**src/rtl/mem_arbiter_if.sv**
```systemverilog
// mem_arbiter_if: fetch/load-store request ports and shared single-port memory bus.
interface mem_arbiter_if;
  logic        if_req;
  logic [15:0] if_addr;
  logic        if_flush;
  logic        dm_rd;
  logic        dm_wr;
  logic [15:0] dm_addr;
  logic [15:0] dm_wdata;
  logic [15:0] mem_rdata;
  logic        mem_en;
  logic        mem_wr;
  logic [15:0] mem_addr;
  logic [15:0] mem_wdata;
  logic [15:0] if_rdata;
  logic [15:0] dm_rdata;
  logic        if_valid;
  logic        dm_valid;
  logic        if_stall;
  logic        dm_stall;
  modport master (
    output if_req, if_addr, if_flush, dm_rd, dm_wr, dm_addr, dm_wdata, mem_rdata,
    input  mem_en, mem_wr, mem_addr, mem_wdata, if_rdata, dm_rdata,
           if_valid, dm_valid, if_stall, dm_stall
  );
  modport slave (
    input  if_req, if_addr, if_flush, dm_rd, dm_wr, dm_addr, dm_wdata, mem_rdata,
    output mem_en, mem_wr, mem_addr, mem_wdata, if_rdata, dm_rdata,
           if_valid, dm_valid, if_stall, dm_stall
  );
endinterface

```
**src/rtl/mem_arbiter.sv**
```systemverilog
// mem_arbiter: shares one single-port memory between instruction fetch and
// load/store, data first, one access every LATENCY+2 cycles.
module mem_arbiter #(
  parameter int unsigned LATENCY = 4
) (
  input logic          clk,
  input logic          rst_n,
  mem_arbiter_if.slave bus
);
  typedef enum logic [1:0] {IDLE, DATA, INST, DONE} state_t;
  state_t      state_q, state_d;
  logic [3:0]  cnt_q, cnt_d;
  logic        mem_en_q, mem_en_d, mem_wr_q, mem_wr_d;
  logic        if_valid_q, if_valid_d, dm_valid_q, dm_valid_d, flush_q, flush_d;
  logic [15:0] mem_addr_q, mem_addr_d, mem_wdata_q, mem_wdata_d;
  logic [15:0] if_rdata_q, if_rdata_d, if_prev_q, if_prev_d, dm_rdata_q, dm_rdata_d;
  logic        dm_req, last, drop;
  always_comb begin
    dm_req      = bus.dm_rd | bus.dm_wr;
    last        = cnt_q == 4'd1;
    drop        = if_valid_q & bus.if_flush;
    state_d     = state_q;
    cnt_d       = cnt_q;
    mem_en_d    = mem_en_q;
    mem_wr_d    = mem_wr_q;
    mem_addr_d  = mem_addr_q;
    mem_wdata_d = mem_wdata_q;
    if_rdata_d  = if_rdata_q;
    if_prev_d   = if_prev_q;
    dm_rdata_d  = dm_rdata_q;
    flush_d     = flush_q;
    if_valid_d  = 1'b0;
    dm_valid_d  = 1'b0;
    case (state_q)
      IDLE: begin
        flush_d = 1'b0;
        if (dm_req) begin
          state_d     = DATA;
          cnt_d       = 4'(LATENCY);
          mem_en_d    = 1'b1;
          mem_wr_d    = bus.dm_wr;
          mem_addr_d  = bus.dm_addr;
          mem_wdata_d = bus.dm_wdata;
        end else if (bus.if_req) begin
          state_d    = INST;
          cnt_d      = 4'(LATENCY);
          mem_en_d   = 1'b1;
          mem_wr_d   = 1'b0;
          mem_addr_d = bus.if_addr;
        end
      end
      DATA: begin
        cnt_d = cnt_q - 4'd1;
        if (last) begin
          state_d    = DONE;
          mem_en_d   = 1'b0;
          dm_valid_d = 1'b1;
          dm_rdata_d = mem_wr_q ? dm_rdata_q : bus.mem_rdata;
        end
      end
      INST: begin
        cnt_d   = cnt_q - 4'd1;
        flush_d = flush_q | bus.if_flush;
        if (last) begin
          state_d  = DONE;
          mem_en_d = 1'b0;
          if (!flush_d) begin
            if_valid_d = 1'b1;
            if_prev_d  = if_rdata_q;
            if_rdata_d = bus.mem_rdata;
          end
        end
      end
      DONE: begin
        state_d    = IDLE;
        if_rdata_d = drop ? if_prev_q : if_rdata_q;
      end
      default: state_d = IDLE;
    endcase
  end
  always_ff @(posedge clk or negedge rst_n) begin
    if (!rst_n) begin
      state_q     <= IDLE;
      cnt_q       <= '0;
      mem_en_q    <= 1'b0;
      mem_wr_q    <= 1'b0;
      mem_addr_q  <= '0;
      mem_wdata_q <= '0;
      if_rdata_q  <= '0;
      if_prev_q   <= '0;
      dm_rdata_q  <= '0;
      if_valid_q  <= 1'b0;
      dm_valid_q  <= 1'b0;
      flush_q     <= 1'b0;
    end else begin
      state_q     <= state_d;
      cnt_q       <= cnt_d;
      mem_en_q    <= mem_en_d;
      mem_wr_q    <= mem_wr_d;
      mem_addr_q  <= mem_addr_d;
      mem_wdata_q <= mem_wdata_d;
      if_rdata_q  <= if_rdata_d;
      if_prev_q   <= if_prev_d;
      dm_rdata_q  <= dm_rdata_d;
      if_valid_q  <= if_valid_d;
      dm_valid_q  <= dm_valid_d;
      flush_q     <= flush_d;
    end
  end
  // A flush arriving in the completion cycle retracts the pulse and shows the prior word
  assign bus.if_valid  = if_valid_q & ~bus.if_flush;
  assign bus.if_rdata  = drop ? if_prev_q : if_rdata_q;
  assign bus.dm_valid  = dm_valid_q;
  assign bus.dm_rdata  = dm_rdata_q;
  assign bus.mem_en    = mem_en_q;
  assign bus.mem_wr    = mem_wr_q;
  assign bus.mem_addr  = mem_addr_q;
  assign bus.mem_wdata = mem_wdata_q;
  assign bus.if_stall  = bus.if_req & ~bus.if_valid;
  assign bus.dm_stall  = dm_req & ~dm_valid_q;
endmodule
```
**src/flat_wrapper.sv**
```systemverilog
// flat-port wrapper written by rule: the top's interface ports become plain ports
module mem_arbiter_flat 
#(
  parameter int unsigned LATENCY = 4
)
  (clk, rst_n, bus_if_req, bus_if_addr, bus_if_flush, bus_dm_rd, bus_dm_wr, bus_dm_addr, bus_dm_wdata, bus_mem_rdata, bus_mem_en, bus_mem_wr, bus_mem_addr, bus_mem_wdata, bus_if_rdata, bus_dm_rdata, bus_if_valid, bus_dm_valid, bus_if_stall, bus_dm_stall);
  mem_arbiter_if bus_i ();
  input logic clk;
  input logic rst_n;
  input wire logic [$bits(bus_i.if_req)-1:0] bus_if_req;
  input wire logic [$bits(bus_i.if_addr)-1:0] bus_if_addr;
  input wire logic [$bits(bus_i.if_flush)-1:0] bus_if_flush;
  input wire logic [$bits(bus_i.dm_rd)-1:0] bus_dm_rd;
  input wire logic [$bits(bus_i.dm_wr)-1:0] bus_dm_wr;
  input wire logic [$bits(bus_i.dm_addr)-1:0] bus_dm_addr;
  input wire logic [$bits(bus_i.dm_wdata)-1:0] bus_dm_wdata;
  input wire logic [$bits(bus_i.mem_rdata)-1:0] bus_mem_rdata;
  output wire logic [$bits(bus_i.mem_en)-1:0] bus_mem_en;
  output wire logic [$bits(bus_i.mem_wr)-1:0] bus_mem_wr;
  output wire logic [$bits(bus_i.mem_addr)-1:0] bus_mem_addr;
  output wire logic [$bits(bus_i.mem_wdata)-1:0] bus_mem_wdata;
  output wire logic [$bits(bus_i.if_rdata)-1:0] bus_if_rdata;
  output wire logic [$bits(bus_i.dm_rdata)-1:0] bus_dm_rdata;
  output wire logic [$bits(bus_i.if_valid)-1:0] bus_if_valid;
  output wire logic [$bits(bus_i.dm_valid)-1:0] bus_dm_valid;
  output wire logic [$bits(bus_i.if_stall)-1:0] bus_if_stall;
  output wire logic [$bits(bus_i.dm_stall)-1:0] bus_dm_stall;
  assign bus_i.if_req = bus_if_req;
  assign bus_i.if_addr = bus_if_addr;
  assign bus_i.if_flush = bus_if_flush;
  assign bus_i.dm_rd = bus_dm_rd;
  assign bus_i.dm_wr = bus_dm_wr;
  assign bus_i.dm_addr = bus_dm_addr;
  assign bus_i.dm_wdata = bus_dm_wdata;
  assign bus_i.mem_rdata = bus_mem_rdata;
  assign bus_mem_en = bus_i.mem_en;
  assign bus_mem_wr = bus_i.mem_wr;
  assign bus_mem_addr = bus_i.mem_addr;
  assign bus_mem_wdata = bus_i.mem_wdata;
  assign bus_if_rdata = bus_i.if_rdata;
  assign bus_dm_rdata = bus_i.dm_rdata;
  assign bus_if_valid = bus_i.if_valid;
  assign bus_dm_valid = bus_i.dm_valid;
  assign bus_if_stall = bus_i.if_stall;
  assign bus_dm_stall = bus_i.dm_stall;
  mem_arbiter #(.LATENCY(LATENCY)) u_core (.clk(clk), .rst_n(rst_n), .bus(bus_i));
endmodule
```
**config.mk**
```make
export PLATFORM = sky130hd
export DESIGN_NAME = mem_arbiter_flat
export DESIGN_NICKNAME = d
export VERILOG_FILES = /design/src/rtl/mem_arbiter_if.sv /design/src/rtl/mem_arbiter.sv /design/src/flat_wrapper.sv
export SDC_FILE = /design/constraint.sdc
export NUM_CORES = 1
export LEC_CHECK = 0
export ABC_AREA = 1
export CORE_ASPECT_RATIO = 0.5
export CORE_UTILIZATION = 51
export DETAILED_ROUTE_END_ITERATION = 10
export PLACE_DENSITY = 0.84
export SETUP_SLACK_MARGIN = 0.3
export SLEW_MARGIN = 20
export SYNTH_ARGS = -nofsm -noshare
export SYNTH_HDL_FRONTEND = slang
export SYNTH_SLANG_ARGS = --single-unit
```
**constraint.sdc**
```tcl
create_clock -name clk -period 4.06 [get_ports clk]
set_input_delay 1.218 -clock clk [delete_from_list [all_inputs] [get_ports clk]]
set_output_delay 1.218 -clock clk [all_outputs]
set_load 0.01 [all_outputs]
```
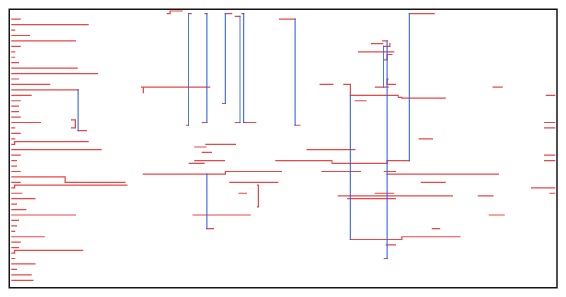
**Above:** wiring by layer.
Scale: 4 px per um. Only two layers are drawn.
| colour | layer | wire length |
|---|---|---|
| blue | metal 4 | 319 um |
| red | metal 3 | 731 um |
total track usage: 0.2773
via count: 4261
final wirelength: 12160 um
Routed wire per std cell: 14.27 um

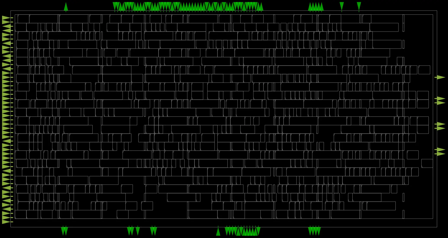
**Above:** placed standard cells.
Core Area: 8738 um^2
Rows: 24
sequential share of cell area: 0.3571
fillcell total: 668
seq_cells: 91

==> flow_metrics.py <==
# Auto-generated metrics
metrics = {
    "logic_synthesis": {
        "synth_flop_count": 91,
        "simple_gate_area_frac": 0.3486,
        "synthCells": 599,
        "synth_chip_area_um2": 4616,
        "mux_share": 0,
    },
    "setup_path": {
        "cpLargestDelayFamily": "buffers and inverters",
        "worst-path-buf-inv": 3,
        "slowest_delay_ns": 0.47,
    },
    "final_layout": {
        "layout.cells.non_filler": 852,
        "design_area_um2": 6377,
        "final-clk-cell-share": 0.04983,
        "comb_area_um2": 1946,
        "post-route-util": 0.7298,
        "nonClkBufAreaFrac": 0.2274,
    },
    "power": {
        "leakagePower_uw": 0.003182,
        "irDropWorstVdd_v": 0.0003385,
    },
    "route": {
        "drtAntennaViolNets": 0,
    },
    "clocking": {
        "cts_buffer_depth": 2,
        "h-tree-depth": 3,
        "post_cts_resize_count": 5,
    },
    "hold_path": {
        "hold_path.class": "reg2reg",
    },
    "final_timing": {
        "relSlewSlack": 0.4915,
        "skew_ns": 0.005171,
        "maxSlewViolCount": 0,
        "setup_ws_ns": 0.3642,
    },
    "die": {
        "tap_cells": 117,
    },
    "outcome": {
        "status": "finished, final reports clean",
    },
    "global_routing": {
        "groute.layer.met3.usage": 0.08041,
        "grt_pass1_vias": 4027,
    },
}
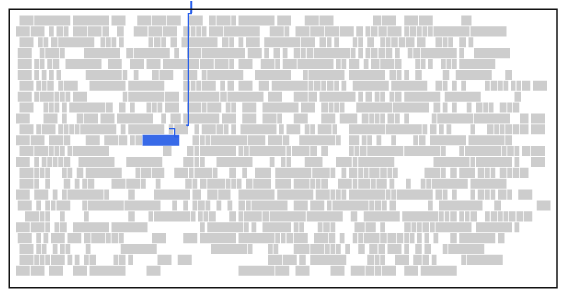
**Above:** nets reached from selected ports.
Scale: 4 px per um.
| colour | port | direction | end cells | buffers | wire |
|---|---|---|---|---|---|
| blue | bus_mem_wr | output | 1 | 1 | 34.0 um |

==> power by group <==
| part | internal [uW] | total (uW) | switching [uW] | leakage (uW) |
|---|---|---|---|---|
| Sequential | 1340 | 1590 | 259 | 0.00113 |
| Clock | 540 | 896 | 356 | 0.000149 |
| Combinational | 1010 | 2200 | 1190 | 0.00190 |
| Total | 2890 | 4690 | 1810 | 0.00318 |
==> cells in the mapped netlist <==
cell type  number
nor2_4          1
and2_1         16
nand2_2         5
ha_1            8
inv_1          61
nor2_2          1
buf_4           4
o21ai_0        30
xor2_1          1
inv_2           2
nand2_1       244
a21boi_0        1
o21ai_1         9
dfrtp_1        91
nand3_2         2
nor2_1          7
buf_1           1
a21oi_2         1
clkinv_1        1
nand2_4         4
buf_2          15
buf_6           4
clkbuf_1        4
nand4_2         1
nand3_1        84
nor2_8          1
No activity file was given, so power comes from the tool's default toggle rates.
